**Run 1: I/O pins on the die edge**

(6 px per um) Pins as bars across the die edge, other pins in gray.
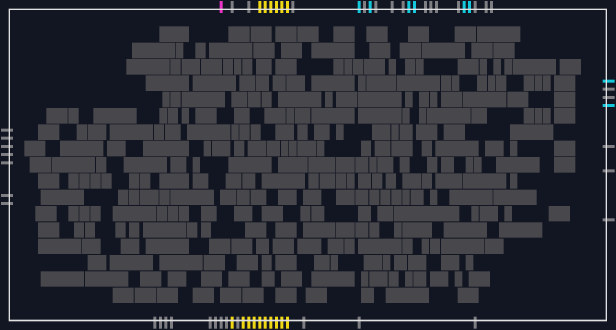
**Run 1: cell outlines without signal wires**

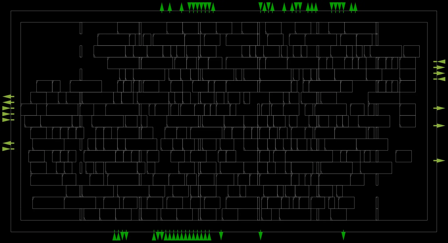
**Run 1: the metal 2 layer**

(4 px per um) Cells faint in the background.
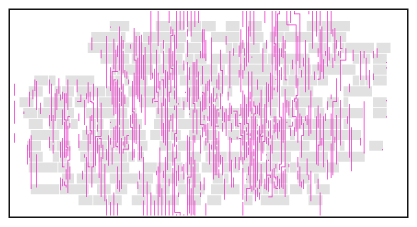
**Run 1: power grid**

(6 px per um) Pins as bars on the die edge. Tap cells in gray.
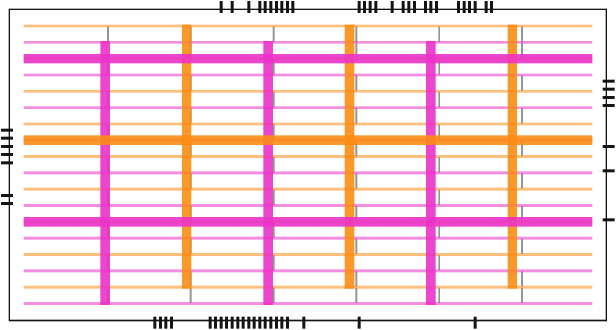
**src/rtl/nes_bus_pkg.sv**
```systemverilog
// nes_bus_pkg: shared NES system-bus addresses, DMA state encoding and bus-mux select encoding
package nes_bus_pkg;
    localparam logic [15:0] DMA_REG_ADDR  = 16'h4014;
    localparam logic [15:0] OAM_DATA_ADDR = 16'h2004;
    typedef enum logic [2:0] {
        DMA_IDLE,
        DMA_HALT,
        DMA_ALIGN,
        DMA_READ,
        DMA_WRITE
    } dma_state_e;
    typedef enum logic {
        BUS_CPU = 1'b0,
        BUS_DMA = 1'b1
    } bus_sel_e;
endpackage

```
**src/rtl/oam_dma_ctrl.sv**
```systemverilog
// oam_dma_ctrl: sprite DMA that stalls the CPU and copies one page to the PPU OAM data port
module oam_dma_ctrl #(
    parameter logic [15:0] DMA_REG_ADDR  = 16'h4014,
    parameter logic [15:0] OAM_DATA_ADDR = 16'h2004,
    parameter int          XFER_LEN      = 256
) (
    input  logic        clk_ph1,
    input  logic        rst,
    input  logic [15:0] cpu_addr,
    input  logic [7:0]  cpu_wdata,
    input  logic        cpu_we,
    output logic        cpu_rdy,
    output logic        dma_active,
    output logic        bus_sel_dma,
    output logic [15:0] bus_addr,
    output logic [7:0]  bus_wdata,
    output logic        bus_we,
    input  logic [7:0]  bus_rdata
);
    import nes_bus_pkg::*;

    localparam logic [7:0] LAST_IDX = 8'(XFER_LEN - 1);

    dma_state_e state;
    bus_sel_e   sel;
    logic [7:0] page;
    logic [7:0] idx;
    logic [7:0] rd_buf;
    logic       par;
    logic       trigger;

    assign trigger     = cpu_we && cpu_addr == DMA_REG_ADDR;
    assign bus_sel_dma = sel == BUS_DMA;
    assign bus_wdata   = rd_buf;

    // Outputs are loaded alongside each transition so they follow the state they describe.
    always_ff @(posedge clk_ph1) begin
        if (rst) begin
            state      <= DMA_IDLE;
            sel        <= BUS_CPU;
            page       <= '0;
            idx        <= '0;
            rd_buf     <= '0;
            par        <= 1'b0;
            cpu_rdy    <= 1'b1;
            dma_active <= 1'b0;
            bus_addr   <= '0;
            bus_we     <= 1'b0;
        end else begin
            par <= ~par;
            case (state)
                DMA_IDLE: begin
                    if (trigger) begin
                        page       <= cpu_wdata;
                        idx        <= '0;
                        state      <= DMA_HALT;
                        cpu_rdy    <= 1'b0;
                        dma_active <= 1'b1;
                    end
                end
                DMA_HALT: begin
                    // Reads must land on even parity; an odd HALT goes straight to READ.
                    state <= par ? DMA_READ : DMA_ALIGN;
                    if (par) begin
                        sel      <= BUS_DMA;
                        bus_addr <= {page, idx};
                    end
                end
                DMA_ALIGN: begin
                    state    <= DMA_READ;
                    sel      <= BUS_DMA;
                    bus_addr <= {page, idx};
                end
                DMA_READ: begin
                    rd_buf   <= bus_rdata;
                    state    <= DMA_WRITE;
                    bus_addr <= OAM_DATA_ADDR;
                    bus_we   <= 1'b1;
                end
                DMA_WRITE: begin
                    bus_we <= 1'b0;
                    if (idx == LAST_IDX) begin
                        state      <= DMA_IDLE;
                        sel        <= BUS_CPU;
                        bus_addr   <= '0;
                        cpu_rdy    <= 1'b1;
                        dma_active <= 1'b0;
                    end else begin
                        idx      <= idx + 8'd1;
                        state    <= DMA_READ;
                        bus_addr <= {page, idx + 8'd1};
                    end
                end
                default: state <= DMA_IDLE;
            endcase
        end
    end
endmodule

```
**config.mk**
```make
export PLATFORM = sky130hd
export DESIGN_NAME = oam_dma_ctrl
export DESIGN_NICKNAME = d
export VERILOG_FILES = /design/src/rtl/nes_bus_pkg.sv /design/src/rtl/oam_dma_ctrl.sv
export SDC_FILE = /design/constraint.sdc
export NUM_CORES = 1
export LEC_CHECK = 0
export CAP_MARGIN = 5
export CORE_ASPECT_RATIO = 0.5
export CORE_MARGIN = 2
export CORE_UTILIZATION = 46
export CTS_CLUSTER_SIZE = 24
export DETAILED_ROUTE_END_ITERATION = 10
export PLACE_DENSITY = 0.85
export RECOVER_POWER = 25
export REMOVE_ABC_BUFFERS = 1
export SLEW_MARGIN = 20
export SYNTH_ARGS = -nofsm -noshare
export SYNTH_HDL_FRONTEND = slang
export SYNTH_SLANG_ARGS = --single-unit
```
**constraint.sdc**
```tcl
create_clock -name clk_ph1 -period 2.37 [get_ports clk_ph1]
set_input_delay 0.474 -clock clk_ph1 [delete_from_list [all_inputs] [get_ports clk_ph1]]
set_output_delay 0.474 -clock clk_ph1 [all_outputs]
set_load 0.02 [all_outputs]
```
==> qor.yml, run 1 <==
clock-sinks: 48
hp-class: "reg -> reg"
grt_pass1_wl_um: 8631
postCtsHoldBufs: 0
rows: 17
area_growth_syn_to_layout_pct: 37.59
power.density_mw_per_mm2: 511.2
ys_seq_frac: 0.4604
cts-root-buf: "clkbuf_8"
drt-vias-per-instance: 5.798
critPathCaptureType: "flop"
dr.pass1.iters: 5
initCoreUtil: 0.4763
drtIter0Drc: 125
max_freq_mhz: 464.1
ant_nets: 0
yosys_cells: 244
relSlewSlack: 0.4453
worst_slew_pin_slew_ns: 0.8320
layout.cells.most_common_list: "55 x clkdlybuf4s50_1, 48 x dfxtp_1, 29 x a21oi_1, 28 x nand2_1, 18 x nor2_1"
clock_path_buffers: 2
finalSetupViolCount: 0
layout-drive-gt1-share: 0.07541
synth_flop_count: 48
postCtsSetupBuffers: 0
tns_ns: 0
antenna_found_initial: 0
cts_tree: "yes"
timing_worst_setup_path_type: "reg -> reg"
place_congestion: 0.9555
design_area_mm2: 0.002872
cts_inserted_buffers: 5
final_nets: 340
ctsResizeCount: 0
critPathRequiredTime_ns: 2.57
crit_path_max_fanout: 10
ys.flop_type: "dfxtp_1"
clock.latency.late_pin_ns: 0.30
leakagePower_nw: 0.9516
drc: 0
post_dp_cell_area_mm2: 0.002768
fin_skew_ns: 0.005153
rr_worst_depth: 6
grt_max_degree: 19
first_global_vias: 1830
drv_slew: 0
synth-async-reset-ratio: 0
layout_top_cell: "clkdlybuf4s50_1"
chip_area_mm2: 0.005125
grtUsageTotal: 0.2125
synth.avg_cell_area_um2: 8.553
clk_pin_slew_ns: 0.08
routedWlPerCell_um: 14.91
synthCells: 244
ys_chip_area_mm2: 0.002087
tool_warnings: 25
crit_path_start_kind: "flop"
io_pins: 63
status: "finished, final reports clean"
period_needed_ns: 2.155
htree_levels: 2
hpwl_um: 3977
worst_ep_arrival_time_ns: 2.35
antenna_cells: 0
syn_area_mm2: 0.002087
rsz0062_at_grt: "no"
ys_warn_count: 0
finalClockPeriodUsage: 0.9092
finalHoldViolations: 0
hold_depth: 2
grt_overflow: 0
synth-edff-count: 0
drv_cap: 0
synth_cell_types: 47
Back to the opening pictures, 'I/O pins on the die edge':
`cpu_addr`: shown in yellow, pins 16, direction input, edge 10 bottom, 6 top. `dma_active`: shown in magenta, pins 1, direction output, edge top. `bus_rdata`: shown in cyan, pins 8, direction input, edge 6 top, 2 right.
Die Ht: 51.63 um
input/output buffers: 62
Die Wd: 99.26 um

Back to the opening pictures, 'cell outlines without signal wires':
Filler Cells Inserted: 357
post-route insts no fill: 362

Back to the opening pictures, 'the metal 2 layer':
296 nets have wire on it. The layer holds 48% of the routed length. The wires run mostly vertical.
DRT Wirelength: 5396 um
via count: 2099
GRT met2 Usage: 0.3559

Back to the opening pictures, 'power grid':
VSS: shown in magenta. VDD: shown in orange.
63 signal pins sit on the boundary. 3 straps on met5. 57 tap cells. 18 met1 rails follow the rows.
core area: 0.004382 mm^2
Worst VDD drop: 349.2 uV

-- run 1: synth_stat cells (3+ instances only) --
master	instances	share of area
o21ai_0	15	0.036
nand3_1	15	0.036
a311oi_1	7	0.029
dfxtp_1	48	0.46
a31oi_1	4	0.012
buf_2	3	0.0072
a22o_1	8	0.034
nor2_1	18	0.032
a21oi_1	29	0.070
or3_1	3	0.0090
nand2b_1	3	0.0090
nor3_1	3	0.0072
and3_1	3	0.0090
nand2_1	28	0.050
nand4_1	3	0.0090
o211ai_1	5	0.018
clkbuf_1	12	0.022
-- run 1: per-layer routing --
layer | vias up | share of wire | global-route usage
met1 | 987 | 0.44 | 0.2810
li1 | 1027 | - | -
met2 | 76 | 0.48 | 0.3559
met4 | 0 | 0.016 | 0.06849
met5 | - | 0 | 0
met3 | 9 | 0.057 | 0.04167
-- run 1: cell families (layout without fill, tap and decap cells) --
family                   after synthesis  count (layout)  synth area share
flip-flops                            48              48            0.4604
adder cells (fa/ha/maj)                1               1          0.005994
AND/OR/NAND/NOR                       91              91            0.2284
XOR/XNOR                               1               1          0.004197
AND-OR/OR-AND                         82              82            0.2560
buffers and inverters                 21              82           0.04496
-- run 1: flip-flops by register name, indices dropped and copies added (netlist names) --
signal	flops
bus_addr	16
bus_wdata	8
idx	8
page	8
state	3
bus_sel_dma	1
bus_we	1
cpu_rdy	1
dma_active	1
par	1
-- run 1: critical path: stages (launching register included) --
cell and delay (ns):
dfxtp_1 0.49, or3b_1 0.51, buf_4 0.22, nor3_1 0.30, buf_4 0.20, nor4_4 0.06
a22o_1 0.26
-- run 1: area by class of cell --
cell class,count,area (um^2),share of cell area
well taps,57,71.32,0.02484
inverters,2,7.507,0.002614
clock buffers,6,72.57,0.02527
flip-flops and latches,48,960.9,0.3346
multi-input cells,175,1032,0.3595
clock inverters,2,35.03,0.01220
repair buffers,72,691.9,0.2410
-- run 1: power by group --
part           internal, mW  switching, mW  leakage [nW]
clock                 0.313          0.266        0.0552
sequential            0.807       0.000936         0.387
combinational        0.0550         0.0263         0.510
-- run 1: worst paths after layout --
path | startpoint | to | slack, ns
setup / recovery | state[2] | bus_addr[9] | 0.22
hold / removal | bus_wdata[1] | bus_wdata[1] | 0.45
setup reg to reg | state[2] | bus_addr[9] | 0.22
hold reg to reg | bus_wdata[1] | bus_wdata[1] | 0.45
-- run 1: per-stage QoR --
step / total power, mW / std cells / util / setup WS, ns / hold WS (ns)
floorplan: 0.8341 / 225 / - / 0.4050 / 0.4096
global placement: 0.9074 / 354 / 0.6316 / 0.2239 / 0.4254
detailed placement: 0.9090 / 354 / 0.6316 / 0.1512 / 0.4306
CTS: 1.478 / 362 / 0.6562 / 0.2861 / 0.4445
global route: 1.519 / 362 / 0.6553 / 0.08576 / 0.4495
finish: 1.468 / 362 / 0.6553 / 0.2153 / 0.4524
==> run 2, diff against run 1 <==
- CORE_UTILIZATION: 46 -> 42
- PLACE_DENSITY: 0.85 -> 0.79
**Run 2: cell outlines without signal wires**

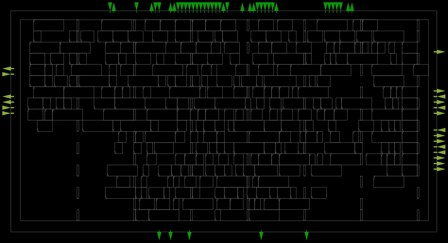
post-route insts no fill: 374
Util after Layout: 0.5874
# Taps: 70
Filler Cells Inserted: 450

==> run 2 against run 1 <==
  * Die area up 9.0%
  * Clock power shrank 21%
  * Largest cell class unchanged
  * Utilization is 6.8 points lower
  * Sequential cell count unchanged
  * Sequential share of layout area rose by 0.16 points
==> qor.yml, run 2 <==
clk_pin_slew_ns: 0.08  # about the same
grt_max_degree: 25  # +6
cts-root-buf: "clkbuf_8"
synth-edff-count: 0  # unchanged
place_congestion: 0.9010  # -5.7%
routed_wl_um: 5590  # +3.6%
htree_levels: 2  # unchanged
io_pins: 63  # unchanged
slowest_stage: "dfxtp_1"
critPathRequiredTime_ns: 2.56  # about the same
yosys_cells: 244  # unchanged
top_cell: "dfxtp_1"
rsz0062_at_grt: "no"
drv_slew: 0  # unchanged
die_y_um: 53.85  # +4.3%
critPathCaptureType: "flop"
power.density_mw_per_mm2: 470.1  # -8.0%
hp-class: "reg -> reg"
drv_cap: 0  # unchanged
drc: 0  # unchanged
crit_family: "AND-OR/OR-AND gates"
period_needed_ns: 2.129  # -0.02546 ns
grt_overflow: 0  # unchanged
ys_chip_area_mm2: 0.002087  # unchanged
ff2ff_setup_slack_ns: 0.24  # +0.03 ns
clock-sinks: 48  # unchanged
grtUsageTotal: 0.1925  # -0.01999
synthTopCellsByCount: "48 x dfxtp_1, 29 x a21oi_1, 28 x nand2_1"
status: "finished, final reports clean"
clock_path_buffers: 2  # unchanged
synth_cell_types: 47  # unchanged
finalClockPeriodUsage: 0.8984  # -0.01074
num_vias: 2128  # +1.4%
top_area_cell: "dfxtp_1"
die_x_um: 103.7  # +4.5%
largest_reg_flops: 16  # unchanged
ys_seq_frac: 0.4604  # unchanged
top_register: "bus_addr"
fin_skew_ns: 0.008164  # +0.003011 ns
synth_top_area_share: 0.4604  # unchanged
hpwl_um: 4129  # +3.8%
max_freq_mhz: 469.7  # +1.2%
finalHoldViolations: 0  # unchanged
initCoreUtil: 0.4290  # -0.04729
ys_warn_count: 0  # unchanged
layout-drive-gt1-share: 0.07237  # -0.003041
critical_path.startpoint: "state[2]"
worst_slew_pin_slew_ns: 1.070  # +0.2384 ns
coreArea_mm2: 0.004865  # +11%
postCtsSetupBuffers: 0  # unchanged
io_buffer_count: 62  # unchanged
ys.flop_type: "dfxtp_1"
synth_flop_count: 48  # unchanged
timing_worst_setup_path_type: "reg -> reg"
synthCells: 244  # unchanged
antenna_found_initial: 0  # unchanged
tool_warnings: 25  # unchanged
postCtsHoldBufs: 0  # unchanged
ir_drop_uv: 436.2  # +25%
syn_area_mm2: 0.002087  # unchanged
antenna_cells: 0  # unchanged
synth.avg_cell_area_um2: 8.553  # unchanged
ant_nets: 0  # unchanged
layout_top_cell: "clkdlybuf4s50_1"
power.total_mw: 1.343  # -8.5%
relSlewSlack: 0.2864  # -0.1590
drtIter0Drc: 186  # +49%
crit_path_start_kind: "flop"
clock.latency.late_pin_ns: 0.29  # about the same
drt-vias-per-instance: 5.690  # -1.9%
ctsResizeCount: 0  # unchanged
area_leaders: "dfxtp_1 46%, a21oi_1 7.0%, nand2_1 5.0%"
reg2reg_from: "state[2]"
synth-async-reset-ratio: 0  # unchanged
cts_inserted_buffers: 5  # unchanged
hp-start: "bus_wdata[1]"
grt_pass1_wl_um: 8625  # about the same
slowest_delay_ns: 0.49  # -0.02 ns
path_buffers: 1  # -1
first_global_vias: 1831  # +0.055%
-- run 2: cell count changes in the layout (fill, tap and decap cells not counted) --
cell | previous run | this run
and2_0 | 0 | 1
and2_1 | 1 | 0
bufinv_16 | 1 | 0
clkdlybuf4s50_1 | 55 | 54
dlygate4sd3_1 | 7 | 8
-- run 2: cells by family (layout without fill, tap and decap cells) --
| kind of cell | after synthesis | after routing | synth area share |
|---|---|---|---|
| adder cells (fa/ha/maj) | 1 | 1 | 0.005994 |
| XOR/XNOR | 1 | 1 | 0.004197 |
| AND-OR/OR-AND | 82 | 82 | 0.2560 |
| flip-flops | 48 | 48 | 0.4604 |
| buffers and inverters | 21 | 81 | 0.04496 |
| AND/OR/NAND/NOR | 91 | 91 | 0.2284 |
-- run 2: worst reg2reg max path: cells and delay by family (launching register included) --
family / cells / cell delay [ns]
buffers and inverters: 1 / 0.22
AND/OR/NAND/NOR: 2 / 0.65
AND-OR/OR-AND: 2 / 0.66
flip-flops: 1 / 0.49
-- run 2: power by group --
part	internal (mW)	total, mW	switching (mW)
Sequential	0.807	0.808	0.00109
Clock	0.201	0.455	0.254
Combinational	0.0540	0.0807	0.0267
-- run 2: path summary, 6_finish.rpt --
path / endpoint / cells past startpoint
setup / recovery: bus_addr[0] / 5
hold / removal: bus_wdata[1] / 2
setup reg to reg: bus_addr[0] / 5
hold reg to reg: bus_wdata[1] / 2
-- run 2: layout make-up --
type                       instances  area [um^2]
fill                             450         2007
multi-input combinational        175         1032
sequential                        48        960.9
timing repair buffer              72        691.9
tap                               70        87.58
clock buffer                       6        72.57
inverter                           2        7.507
clock inverter                     1        5.005
-- run 2: metal layers --
metal | GRT usage | wire, um
met1 | 0.2539 | 2559
met2 | 0.3322 | 2649
met3 | 0.05085 | 363
met4 | 0.03153 | 19
met5 | 0 | 0
-- run 2: through the flow --
stage / instance area (um^2) / utilization / std cells / setup slack (ns) / hold slack, ns
after floorplan: 2001 / - / 225 / 0.4050 / 0.4096
after global placement: 2784 / 0.5723 / 367 / 0.2163 / 0.4276
after detailed placement: 2784 / 0.5723 / 367 / 0.1437 / 0.4332
after CTS: 2861 / 0.5882 / 374 / 0.2438 / 0.4520
after global routing: 2858 / 0.5874 / 374 / 0.05766 / 0.4611
final: 2858 / 0.5874 / 374 / 0.2408 / 0.4507
Power figures rest on the tool's default switching activity, not on a simulated workload.
